===== src/rtl/aes_pkg.sv =====
// aes_pkg
// Shared constants and helpers for the sequential AES-128 key schedule.
// Contents: default round-key count, FSM state encodings, the AES S-box
// (sbox) and the round constant lookup (rcon_de).
// No ports.
package aes_pkg;

  localparam int NUM_RODADAS_PADRAO = 10;

  localparam logic [0:0] ST_IDLE = 1'b0;
  localparam logic [0:0] ST_RUN  = 1'b1;

  // Forward S-box, entry 0x00 in the most significant byte.
  localparam logic [2047:0] SBOX_TAB = {
    256'h637c777bf26b6fc53001672bfed7ab76_ca82c97dfa5947f0add4a2af9ca472c0,
    256'hb7fd9326363ff7cc34a5e5f171d83115_04c723c31896059a071280e2eb27b275,
    256'h09832c1a1b6e5aa0523bd6b329e32f84_53d100ed20fcb15b6acbbe394a4c58cf,
    256'hd0efaafb434d338545f9027f503c9fa8_51a3408f929d38f5bcb6da2110fff3d2,
    256'hcd0c13ec5f974417c4a77e3d645d1973_60814fdc222a908846eeb814de5e0bdb,
    256'he0323a0a4906245cc2d3ac629195e479_e7c8376d8dd54ea96c56f4ea657aae08,
    256'hba78252e1ca6b4c6e8dd741f4bbd8b8a_703eb5664803f60e613557b986c11d9e,
    256'he1f8981169d98e949b1e87e9ce5528df_8ca1890dbfe6426841992d0fb054bb16
  };

  function automatic logic [7:0] sbox(input logic [7:0] x);
    return SBOX_TAB[2047 - 8 * int'(x) -: 8];
  endfunction

  // Round k (1..10) uses RCON[k-1]; anything else yields 0.
  function automatic logic [7:0] rcon_de(input logic [3:0] k);
    logic [7:0] r;
    case (k)
      4'd1:    r = 8'h01;
      4'd2:    r = 8'h02;
      4'd3:    r = 8'h04;
      4'd4:    r = 8'h08;
      4'd5:    r = 8'h10;
      4'd6:    r = 8'h20;
      4'd7:    r = 8'h40;
      4'd8:    r = 8'h80;
      4'd9:    r = 8'h1b;
      4'd10:   r = 8'h36;
      default: r = 8'h00;
    endcase
    return r;
  endfunction

endpackage


===== src/rtl/expande_chave_seq_if.sv =====
// expande_chave_seq_if
// Bundles the key-schedule control, streaming and read-port signals.
//   start, chave[127:0]      key load request and cipher key
//   busy, done, chave_valida expansion status
//   rk_valid, rk_idx, rk_data streamed round keys
//   rd_idx, rd_chave         random read port into the key file
// master: the side that loads keys and reads results; slave: the expander.
interface expande_chave_seq_if;
  logic         start;
  logic [127:0] chave;
  logic         busy;
  logic         done;
  logic         chave_valida;
  logic         rk_valid;
  logic [3:0]   rk_idx;
  logic [127:0] rk_data;
  logic [3:0]   rd_idx;
  logic [127:0] rd_chave;

  modport master (
    output start, chave, rd_idx,
    input  busy, done, chave_valida, rk_valid, rk_idx, rk_data, rd_chave
  );

  modport slave (
    input  start, chave, rd_idx,
    output busy, done, chave_valida, rk_valid, rk_idx, rk_data, rd_chave
  );
endinterface


===== src/rtl/funcao_g_comb.sv =====
// funcao_g_comb
// Combinational AES key-schedule g-function: RotWord, SubWord, then XOR of
// the round constant into the leading byte.
//   palavra[31:0]  in   last word (w3) of the previous round key
//   rodada[3:0]    in   round being produced (1..10), selects RCON
//   saida[31:0]    out  g(palavra)
module funcao_g_comb
  import aes_pkg::*;
(
  input  logic [31:0] palavra,
  input  logic [3:0]  rodada,
  output logic [31:0] saida
);

  // RotWord moves the leading byte to the end: b0 b1 b2 b3 -> b1 b2 b3 b0.
  always_comb begin
    saida = {sbox(palavra[23:16]) ^ rcon_de(rodada),
             sbox(palavra[15:8]),
             sbox(palavra[7:0]),
             sbox(palavra[31:24])};
  end

endmodule


===== src/rtl/expande_chave_seq.sv =====
// expande_chave_seq
// Sequential AES-128 key expansion: one round key per clock through a single
// shared g-function, all keys kept in a flop-based key file.
//   clk    in  clock, rising edge
//   rst_n  in  asynchronous active-low reset, clears state and key file
//   bus    slave side of expande_chave_seq_if (start/chave in, status,
//          round-key stream and 1-cycle-latency read port out)
module expande_chave_seq
  import aes_pkg::*;
#(
  parameter int NUM_RODADAS = NUM_RODADAS_PADRAO
) (
  input  logic             clk,
  input  logic             rst_n,
  expande_chave_seq_if.slave bus
);

  localparam logic [3:0] ULTIMA = 4'(NUM_RODADAS);

  logic [0:0]   estado;
  logic [3:0]   rodada;
  logic [127:0] rk [0:NUM_RODADAS];
  logic         done_r;
  logic         valida_r;
  logic         rk_valid_r;
  logic [3:0]   rk_idx_r;
  logic [127:0] rk_data_r;
  logic [127:0] rd_chave_r;

  logic [3:0]   anterior;
  logic [127:0] rk_ant;
  logic [127:0] rk_novo;
  logic [31:0]  t;
  logic [31:0]  w0n, w1n, w2n, w3n;

  // Previous key feeds the g-function; guarded so an idle counter value
  // never indexes past the file.
  always_comb begin
    anterior = rodada - 4'd1;
    rk_ant   = '0;
    if (anterior <= ULTIMA) rk_ant = rk[anterior];
  end

  funcao_g_comb u_g (
    .palavra (rk_ant[31:0]),
    .rodada  (rodada),
    .saida   (t)
  );

  always_comb begin
    w0n     = rk_ant[127:96] ^ t;
    w1n     = rk_ant[95:64]  ^ w0n;
    w2n     = rk_ant[63:32]  ^ w1n;
    w3n     = rk_ant[31:0]   ^ w2n;
    rk_novo = {w0n, w1n, w2n, w3n};
  end

  always_ff @(posedge clk or negedge rst_n) begin
    if (!rst_n) begin
      estado     <= ST_IDLE;
      rodada     <= '0;
      done_r     <= 1'b0;
      valida_r   <= 1'b0;
      rk_valid_r <= 1'b0;
      rk_idx_r   <= '0;
      rk_data_r  <= '0;
      rd_chave_r <= '0;
      for (int i = 0; i <= NUM_RODADAS; i++) rk[i] <= '0;
    end else begin
      done_r     <= 1'b0;
      rk_valid_r <= 1'b0;

      if ((bus.rd_idx <= ULTIMA)) rd_chave_r <= rk[bus.rd_idx];
      else                        rd_chave_r <= '0;

      case (estado)
        ST_IDLE: begin
          if (bus.start) begin
            rk[0]    <= bus.chave;
            rodada   <= 4'd1;
            valida_r <= 1'b0;
            estado   <= ST_RUN;
          end
        end
        default: begin
          rk[rodada] <= rk_novo;
          rk_valid_r <= 1'b1;
          rk_idx_r   <= rodada;
          rk_data_r  <= rk_novo;
          rodada     <= rodada + 4'd1;
          if (rodada == ULTIMA) begin
            estado   <= ST_IDLE;
            done_r   <= 1'b1;
            valida_r <= 1'b1;
          end
        end
      endcase
    end
  end

  assign bus.busy         = (estado == ST_RUN);
  assign bus.done         = done_r;
  assign bus.chave_valida = valida_r;
  assign bus.rk_valid     = rk_valid_r;
  assign bus.rk_idx       = rk_idx_r;
  assign bus.rk_data      = rk_data_r;
  assign bus.rd_chave     = rd_chave_r;

endmodule


===== src/flat_wrapper.sv =====
// flat-port wrapper written by rule: the top's interface ports become plain ports
module expande_chave_seq_flat import aes_pkg::*;
#(
  parameter int NUM_RODADAS = NUM_RODADAS_PADRAO
)
  (clk, rst_n, bus_start, bus_chave, bus_rd_idx, bus_busy, bus_done, bus_chave_valida, bus_rk_valid, bus_rk_idx, bus_rk_data, bus_rd_chave);
  expande_chave_seq_if bus_i ();
  input  logic clk;
  input  logic rst_n;
  input wire logic [$bits(bus_i.start)-1:0] bus_start;
  input wire logic [$bits(bus_i.chave)-1:0] bus_chave;
  input wire logic [$bits(bus_i.rd_idx)-1:0] bus_rd_idx;
  output wire logic [$bits(bus_i.busy)-1:0] bus_busy;
  output wire logic [$bits(bus_i.done)-1:0] bus_done;
  output wire logic [$bits(bus_i.chave_valida)-1:0] bus_chave_valida;
  output wire logic [$bits(bus_i.rk_valid)-1:0] bus_rk_valid;
  output wire logic [$bits(bus_i.rk_idx)-1:0] bus_rk_idx;
  output wire logic [$bits(bus_i.rk_data)-1:0] bus_rk_data;
  output wire logic [$bits(bus_i.rd_chave)-1:0] bus_rd_chave;
  assign bus_i.start = bus_start;
  assign bus_i.chave = bus_chave;
  assign bus_i.rd_idx = bus_rd_idx;
  assign bus_busy = bus_i.busy;
  assign bus_done = bus_i.done;
  assign bus_chave_valida = bus_i.chave_valida;
  assign bus_rk_valid = bus_i.rk_valid;
  assign bus_rk_idx = bus_i.rk_idx;
  assign bus_rk_data = bus_i.rk_data;
  assign bus_rd_chave = bus_i.rd_chave;
  expande_chave_seq #(.NUM_RODADAS(NUM_RODADAS)) u_core (.clk(clk), .rst_n(rst_n), .bus(bus_i));
endmodule

===== config.mk =====
export PLATFORM = sky130hd
export DESIGN_NAME = expande_chave_seq_flat
export DESIGN_NICKNAME = d
export VERILOG_FILES = /design/src/rtl/aes_pkg.sv /design/src/rtl/expande_chave_seq_if.sv /design/src/rtl/funcao_g_comb.sv /design/src/rtl/expande_chave_seq.sv /design/src/flat_wrapper.sv
export SDC_FILE = /design/constraint.sdc
export NUM_CORES = 2
export LEC_CHECK = 0
export ABC_AREA = 1
export CELL_PAD_IN_SITES_DETAIL_PLACEMENT = 1
export CELL_PAD_IN_SITES_GLOBAL_PLACEMENT = 1
export CORE_UTILIZATION = 37
export CTS_BUF_LIST = sky130_fd_sc_hd__clkbuf_8
export DETAILED_ROUTE_END_ITERATION = 16
export PLACE_DENSITY = 0.77
export SYNTH_ARGS = -nofsm -noshare
export SYNTH_HDL_FRONTEND = slang
export SYNTH_SLANG_ARGS = --single-unit

===== constraint.sdc =====
create_clock -name clk -period 6.1 [get_ports clk]
set_input_delay 0.915 -clock clk [delete_from_list [all_inputs] [get_ports clk]]
set_output_delay 0.915 -clock clk [all_outputs]
set_load 0.01 [all_outputs]

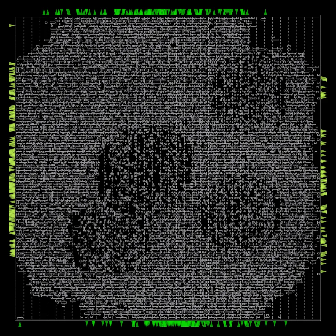
**Above:** placed standard cells.
Post-Route Utilization: 42.9%
number of well taps: 3570
# rows: 191
Seq/total area: 36.0%

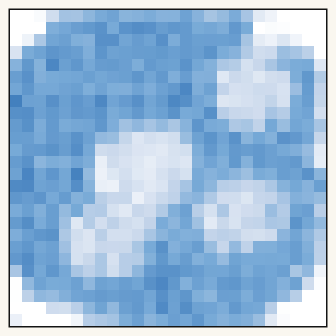
**Above:** cell density map.
The die is cut into 26 by 26 equal tiles; white is low, dark blue is high, 0 to 100% covered.
The mean over all tiles is 41%. The fullest tile reaches 68%. The emptiest ninth of the die: top right. The densest ninth of the die: top middle. 5.5% of the tiles are nearly empty.
core region area: 272000 um2
initial core utilization: 37.4%

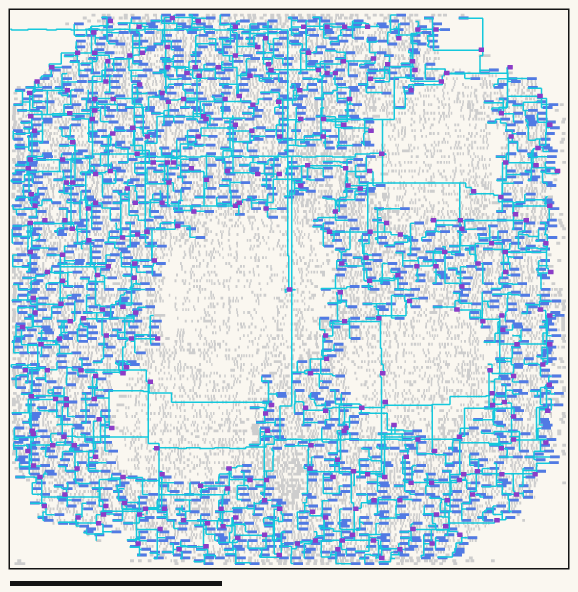
**Above:** clock distribution.
The bar under the picture is 200 um long.
Key: clock wires = cyan [length 28.1 mm]; cells driving clock nets = purple [count 319]; flip-flops = blue [count 1676]
There are 320 routed clock nets. Position of the flops: widely spread.
Insertion Delay late pin: 1.16 ns
maximum clock skew at final layout: 0.127 ns

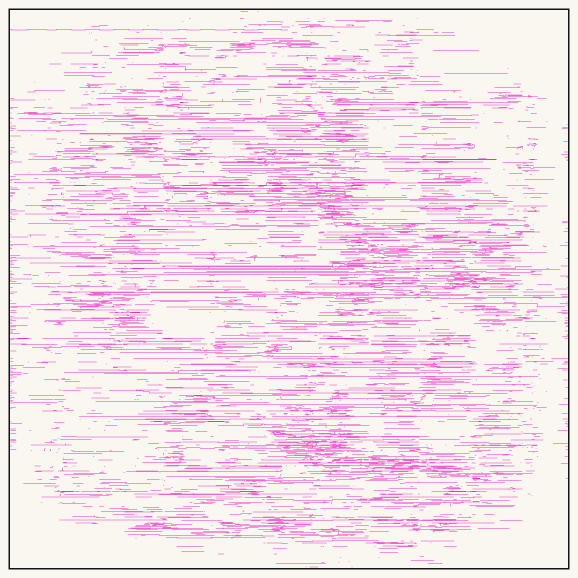
**Above:** metal 3.
The wires run mostly horizontal. The layer holds 10% of the routed length. The longest straight run is 303 um. The layer carries 61.6 mm of wire.
Total Routed Length: 588 mm
met3 layer usage reported by global route: 10.5%

==> git commit body <==
Log flow metrics for this revision

- In this run the clock root is driven by a sky130_fd_sc_hd__clkbuf_8.
* # placed instances: 17400
- The flow ran to the end, and the final reports show no timing, DRC or antenna violations.
- Final setup TNS: 0 ns
* Wire length on met2: 249 mm
- Fill cells in the final layout number 33700.
- Simple-Gate Fraction of Synth Area: 27.8%
- Flops out of synthesis: 1676
- Global-route wire length before repair: 837 mm
* Worst setup slack before clock tree synthesis: 0.224 ns
- Critical Path Max Stage Delay: 0.55 ns
- Total via count after detailed routing: 114000
- Most frequent cells after synthesis: 3406 x sky130_fd_sc_hd__nand2_1, 2077 x sky130_fd_sc_hd__nand3_1, 2016 x sky130_fd_sc_hd__o21ai_0
- Count of instantiated cells in the yosys netlist: 14000
* Most heavily used metal layer in global routing: met2
- Wire segments on met3 add up to 61.6 mm in the final route.
- In this run the worst setup path terminates at u_core.bus.rk_data[1].
* Fraction of the yosys area taken by sequential cells: 41.3%
